`src/rtl/ctrl_pkg.sv`:
```
// Shared encodings for the ID-stage main decoder: opcodes, select enums and the
// reset/nop control word.
package ctrl_pkg;

    localparam logic [6:0] OpLui    = 7'b0110111;
    localparam logic [6:0] OpAuipc  = 7'b0010111;
    localparam logic [6:0] OpJal    = 7'b1101111;
    localparam logic [6:0] OpJalr   = 7'b1100111;
    localparam logic [6:0] OpBranch = 7'b1100011;
    localparam logic [6:0] OpLoad   = 7'b0000011;
    localparam logic [6:0] OpStore  = 7'b0100011;
    localparam logic [6:0] OpImm    = 7'b0010011;
    localparam logic [6:0] OpReg    = 7'b0110011;
    localparam logic [6:0] OpCsr    = 7'b1110011;

    localparam logic [31:0] NopInst = 32'h0000_0013;

    typedef enum logic [2:0] {
        ImmI   = 3'd0,
        ImmS   = 3'd1,
        ImmB   = 3'd2,
        ImmU   = 3'd3,
        ImmJ   = 3'd4,
        ImmCsr = 3'd5
    } imm_sel_e;

    typedef enum logic [3:0] {
        AluAdd   = 4'd0,
        AluSub   = 4'd1,
        AluSll   = 4'd2,
        AluSlt   = 4'd3,
        AluSltu  = 4'd4,
        AluXor   = 4'd5,
        AluSrl   = 4'd6,
        AluSra   = 4'd7,
        AluOr    = 4'd8,
        AluAnd   = 4'd9,
        AluPassB = 4'd10
    } alu_sel_e;

    typedef enum logic [1:0] {
        WbMem = 2'd0,
        WbAlu = 2'd1,
        WbPc4 = 2'd2
    } wb_sel_e;

    typedef struct packed {
        imm_sel_e   imm_sel;
        logic       br_un;
        alu_sel_e   alu_sel;
        logic [3:0] mem_wen;
        logic       csr_src;
        logic [2:0] ld_sel;
        wb_sel_e    wb_sel;
        logic       reg_wen;
    } ctrl_t;

    localparam ctrl_t CtrlReset = '{
        imm_sel: ImmI,
        br_un:   1'b0,
        alu_sel: AluAdd,
        mem_wen: 4'b0000,
        csr_src: 1'b0,
        ld_sel:  3'b010,
        wb_sel:  WbAlu,
        reg_wen: 1'b0
    };

    // alt selects SUB for funct3=000 and SRA for funct3=101; ignored otherwise.
    function automatic alu_sel_e alu_from_funct3(input logic [2:0] funct3, input logic alt);
        alu_sel_e sel;
        case (funct3)
            3'b000:  sel = alt ? AluSub : AluAdd;
            3'b001:  sel = AluSll;
            3'b010:  sel = AluSlt;
            3'b011:  sel = AluSltu;
            3'b100:  sel = AluXor;
            3'b101:  sel = alt ? AluSra : AluSrl;
            3'b110:  sel = AluOr;
            default: sel = AluAnd;
        endcase
        return sel;
    endfunction

endpackage

```
`src/rtl/ctrl_decode.sv`:
```
// Combinational RV32I (+csrw/csrwi) main decoder: instruction word to datapath selects.
module ctrl_decode
    import ctrl_pkg::*;
(
    input  logic [31:0] inst_i,
    output ctrl_t       ctrl_o
);

    logic [6:0] opcode;
    logic [2:0] funct3;
    logic       alt;
    logic       rd_nz;
    logic       unused_bits;

    assign opcode      = inst_i[6:0];
    assign funct3      = inst_i[14:12];
    assign alt         = inst_i[30];
    assign rd_nz       = (inst_i[11:7] != 5'd0);
    assign unused_bits = ^{inst_i[31], inst_i[29:15]};

    always_comb begin
        ctrl_o = CtrlReset;
        case (opcode)
            OpLui: begin
                ctrl_o.imm_sel = ImmU;
                ctrl_o.alu_sel = AluPassB;
                ctrl_o.reg_wen = 1'b1;
            end
            OpAuipc: begin
                ctrl_o.imm_sel = ImmU;
                ctrl_o.reg_wen = 1'b1;
            end
            OpJal: begin
                ctrl_o.imm_sel = ImmJ;
                ctrl_o.wb_sel  = WbPc4;
                ctrl_o.reg_wen = 1'b1;
            end
            OpJalr: begin
                ctrl_o.wb_sel  = WbPc4;
                ctrl_o.reg_wen = 1'b1;
            end
            OpBranch: begin
                ctrl_o.imm_sel = ImmB;
                ctrl_o.br_un   = inst_i[13];
            end
            OpLoad: begin
                ctrl_o.ld_sel  = funct3;
                ctrl_o.wb_sel  = WbMem;
                ctrl_o.reg_wen = 1'b1;
            end
            OpStore: begin
                ctrl_o.imm_sel = ImmS;
                case (funct3[1:0])
                    2'b00:   ctrl_o.mem_wen = 4'b0001;
                    2'b01:   ctrl_o.mem_wen = 4'b0011;
                    2'b10:   ctrl_o.mem_wen = 4'b1111;
                    default: ctrl_o.mem_wen = 4'b0000;
                endcase
            end
            OpImm: begin
                // inst[30] is immediate data except for the shift-right pair.
                ctrl_o.alu_sel = alu_from_funct3(funct3, alt && (funct3 == 3'b101));
                ctrl_o.reg_wen = 1'b1;
            end
            OpReg: begin
                ctrl_o.alu_sel = alu_from_funct3(funct3, alt);
                ctrl_o.reg_wen = 1'b1;
            end
            OpCsr: begin
                if (funct3 == 3'b101) begin
                    ctrl_o.imm_sel = ImmCsr;
                    ctrl_o.csr_src = 1'b1;
                end
            end
            default: ctrl_o = CtrlReset;
        endcase
        ctrl_o.reg_wen = ctrl_o.reg_wen && rd_nz;
    end

endmodule

```
`src/rtl/control_unit.sv`:
```
// ID-stage control unit: decodes inst and registers the control word plus the
// instruction into the ID/EX boundary.
module control_unit
    import ctrl_pkg::*;
(
    input  logic        clk,
    input  logic        rst_n,
    input  logic [31:0] inst,
    output logic [2:0]  ImmSel,
    output logic        BrUn,
    output logic [3:0]  ALUSel,
    output logic [3:0]  MEMWen,
    output logic        CSRSrc,
    output logic [2:0]  LDSel,
    output logic [1:0]  WBSel,
    output logic        RegWen,
    output logic [31:0] Inst
);

    ctrl_t       ctrl_d;
    ctrl_t       ctrl_q;
    logic [31:0] inst_q;

    ctrl_decode u_decode (
        .inst_i (inst),
        .ctrl_o (ctrl_d)
    );

    always_ff @(posedge clk) begin
        if (!rst_n) begin
            ctrl_q <= CtrlReset;
            inst_q <= NopInst;
        end else begin
            ctrl_q <= ctrl_d;
            inst_q <= inst;
        end
    end

    assign ImmSel = ctrl_q.imm_sel;
    assign BrUn   = ctrl_q.br_un;
    assign ALUSel = ctrl_q.alu_sel;
    assign MEMWen = ctrl_q.mem_wen;
    assign CSRSrc = ctrl_q.csr_src;
    assign LDSel  = ctrl_q.ld_sel;
    assign WBSel  = ctrl_q.wb_sel;
    assign RegWen = ctrl_q.reg_wen;
    assign Inst   = inst_q;

endmodule

```
`config.mk`:
```
export PLATFORM = sky130hd
export DESIGN_NAME = control_unit
export DESIGN_NICKNAME = d
export VERILOG_FILES = /design/src/rtl/ctrl_pkg.sv /design/src/rtl/ctrl_decode.sv /design/src/rtl/control_unit.sv
export SDC_FILE = /design/constraint.sdc
export NUM_CORES = 1
export LEC_CHECK = 0
export ABC_AREA = 1
export CORE_ASPECT_RATIO = 0.5
export CORE_MARGIN = 3
export CORE_UTILIZATION = 30
export DETAILED_ROUTE_END_ITERATION = 10
export RECOVER_POWER = 25
export SYNTH_ARGS = -nofsm -noshare
export SYNTH_HDL_FRONTEND = slang
export SYNTH_HIERARCHICAL = 1
export SYNTH_SLANG_ARGS = --single-unit
```
`constraint.sdc`:
```
create_clock -name clk -period 1.6 [get_ports clk]
set_clock_uncertainty 0.1 [all_clocks]
set_input_delay 0.48 -clock clk [delete_from_list [all_inputs] [get_ports clk]]
set_output_delay 0.48 -clock clk [all_outputs]
set_load 0.02 [all_outputs]
```
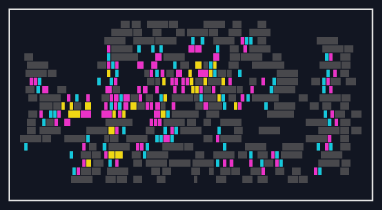
(images/gate_families.png)
Drawn at 3 px/um.
family	colour	cells
NOR gates	yellow	26
NAND gates	magenta	87
inverters	cyan	66

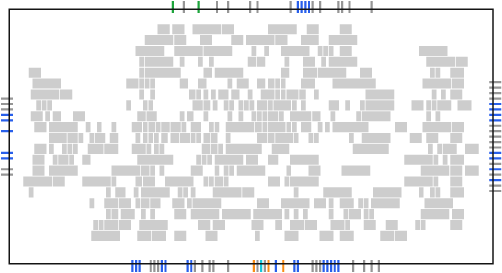
(images/pins.png)
Drawn at 4 px/um. Pins as bars across the die edge, other pins in grey.
port	colour	pins	direction	edge
WBSel	green	2	output	top
ImmSel	orange	3	output	bottom
CSRSrc	cyan	1	output	bottom
inst	blue	32	input	15 bottom, 8 right, 5 left, 4 top
all pins by edge	36 bottom, 21 right, 18 top, 10 left

==> Changelog: implementation <==
### Physical design

- Area fraction in xor and xnor cells: 0%
- FP Util: 31.7%
- Status: complete, no violations
- Via Count: 1698
- Worst Hold Margin: 0.347 ns
- Cell Int Power: 0.00221 W
- First-pass GRT wire length: 7.53 mm
- Crit Path Max Fanout: 1
- Via/cell ratio: 3.86
- Root buffer cell: clkbuf_16
- Routed length per placed instance: 10.1 um
- Sequential Area: 1020 um2
- Post-route minimum period: 1.52 ns
- Area growth syn-to-layout: 55.8%
- Highest clock rate: 659 MHz
- VDD IR max: 0.359 mV
- Ys flops: 51
- CP max stage cell: dlygate4sd2_1
- Worst setup EP type: output pin
- Max-cap violations: 0
- Post-Synthesis Cells: 249
- Worst Path Class, Setup: reg2out
- CTS HTree Levels: 2
- DRC Markers: 0
- Cell breakdown of the critical path: dlygate4sd2_1
- CTS tree: done
- Cells after DPL: 432
- Ys Warns: 6
- Largest net degree at the start of global routing: 52
- CORE AREA: 6210 um2
- CTS Sinks: 51
- DIE AREA: 7630 um2
- Post-DRT Antenna Nets: 0
- P per Cell Area: 936 nW/um2
-- power by group through the flow --
stage                     Clock (W)  Sequential (W)  Combinational, W
after floorplan                   0         0.00141          0.000125
after global placement            0         0.00135          0.000394
after detailed placement          0         0.00135          0.000400
after CTS                   0.00124         0.00132          0.000367
after global routing        0.00131         0.00133          0.000389
final                       0.00119         0.00132          0.000356
-- repair_timing --
item | CTS | global route
pin swaps | 4 | 0
gates resized | 65 | 7
endpoints found under the hold margin | 0 | 0
setup endpoints to repair | 65 | 7
-- logic make-up after synthesis --
logic type	count (synthesis)
AOI/OAI and AO/OA	6
adders and majority gates	5
buffers and inverters	73
DFF	51
and+or+nand+nor	114
-- final cells by class --
cell class                 count  share of cell area [%]
tap                           88                    3.59
clock buffer                   5                    4.08
multi-input combinational    125                    20.0
inverter                      66                    8.08
timing repair buffer         102                    29.5
clock inverter                 3                    1.43
sequential                    51                    33.3
-- final timing paths --
check / slack [ns] / depth (start not counted) / end / startpoint
setup / recovery: 0.08 / 1 / Inst[9] / Inst[9]$_SDFF_PN0_
hold / removal: 0.35 / 3 / Inst[12]$_SDFF_PN0_ / inst[12]
-- flip-flops by register name, summed over array words and instances (netlist names), 2 cells and up --
signal  flops
Inst       32
ImmSel      3
ALUSel      4
WBSel       2
MEMWen      4
LDSel       3
-- cells in the mapped netlist (2+ instances only) --
library cell  count
nand2_1          68
inv_1            58
dfxtp_1          51
nor2_1           19
nand2_2           9
inv_2             8
ha_1              5
nand3_1           5
buf_8             4
nand3_2           3
nor2_2            3
a21oi_1           2
nand4_1           2
nor3_1            2
o21ai_1           2
-- placed cells by master (no fill, tap or decap), drive strengths merged --
master         count
a21oi              2
buf               18
bufinv             1
clkbuf             8
clkdlybuf4s50      9
clkinv             2
dfxtp             51
dlygate4sd2       57
dlygate4sd3       13
dlymetal6s2s       2
ha                 5
inv               66
nand2             77
nand3              8
nand4              2
nor2              23
nor3               2
nor3b              1
o21ai              4
or2                1
-- per-layer routing --
metal / routed length (um) / GRT usage, %
met1: 1960 / 14.4
met2: 2100 / 21.6
met3: 330 / 4.48
met4: 44 / 2.97
met5: 0 / 0
-- per-stage QoR --
stage / total power (W) / setup TNS (ns)
2_1_floorplan: 0.00154 / 0
3_3_place_gp: 0.00175 / -6.46
3_5_place_dp: 0.00176 / -6.94
4_1_cts: 0.00293 / 0
5_1_grt: 0.00303 / 0
6_report: 0.00287 / 0
Power is estimated from default activity; no workload was simulated.
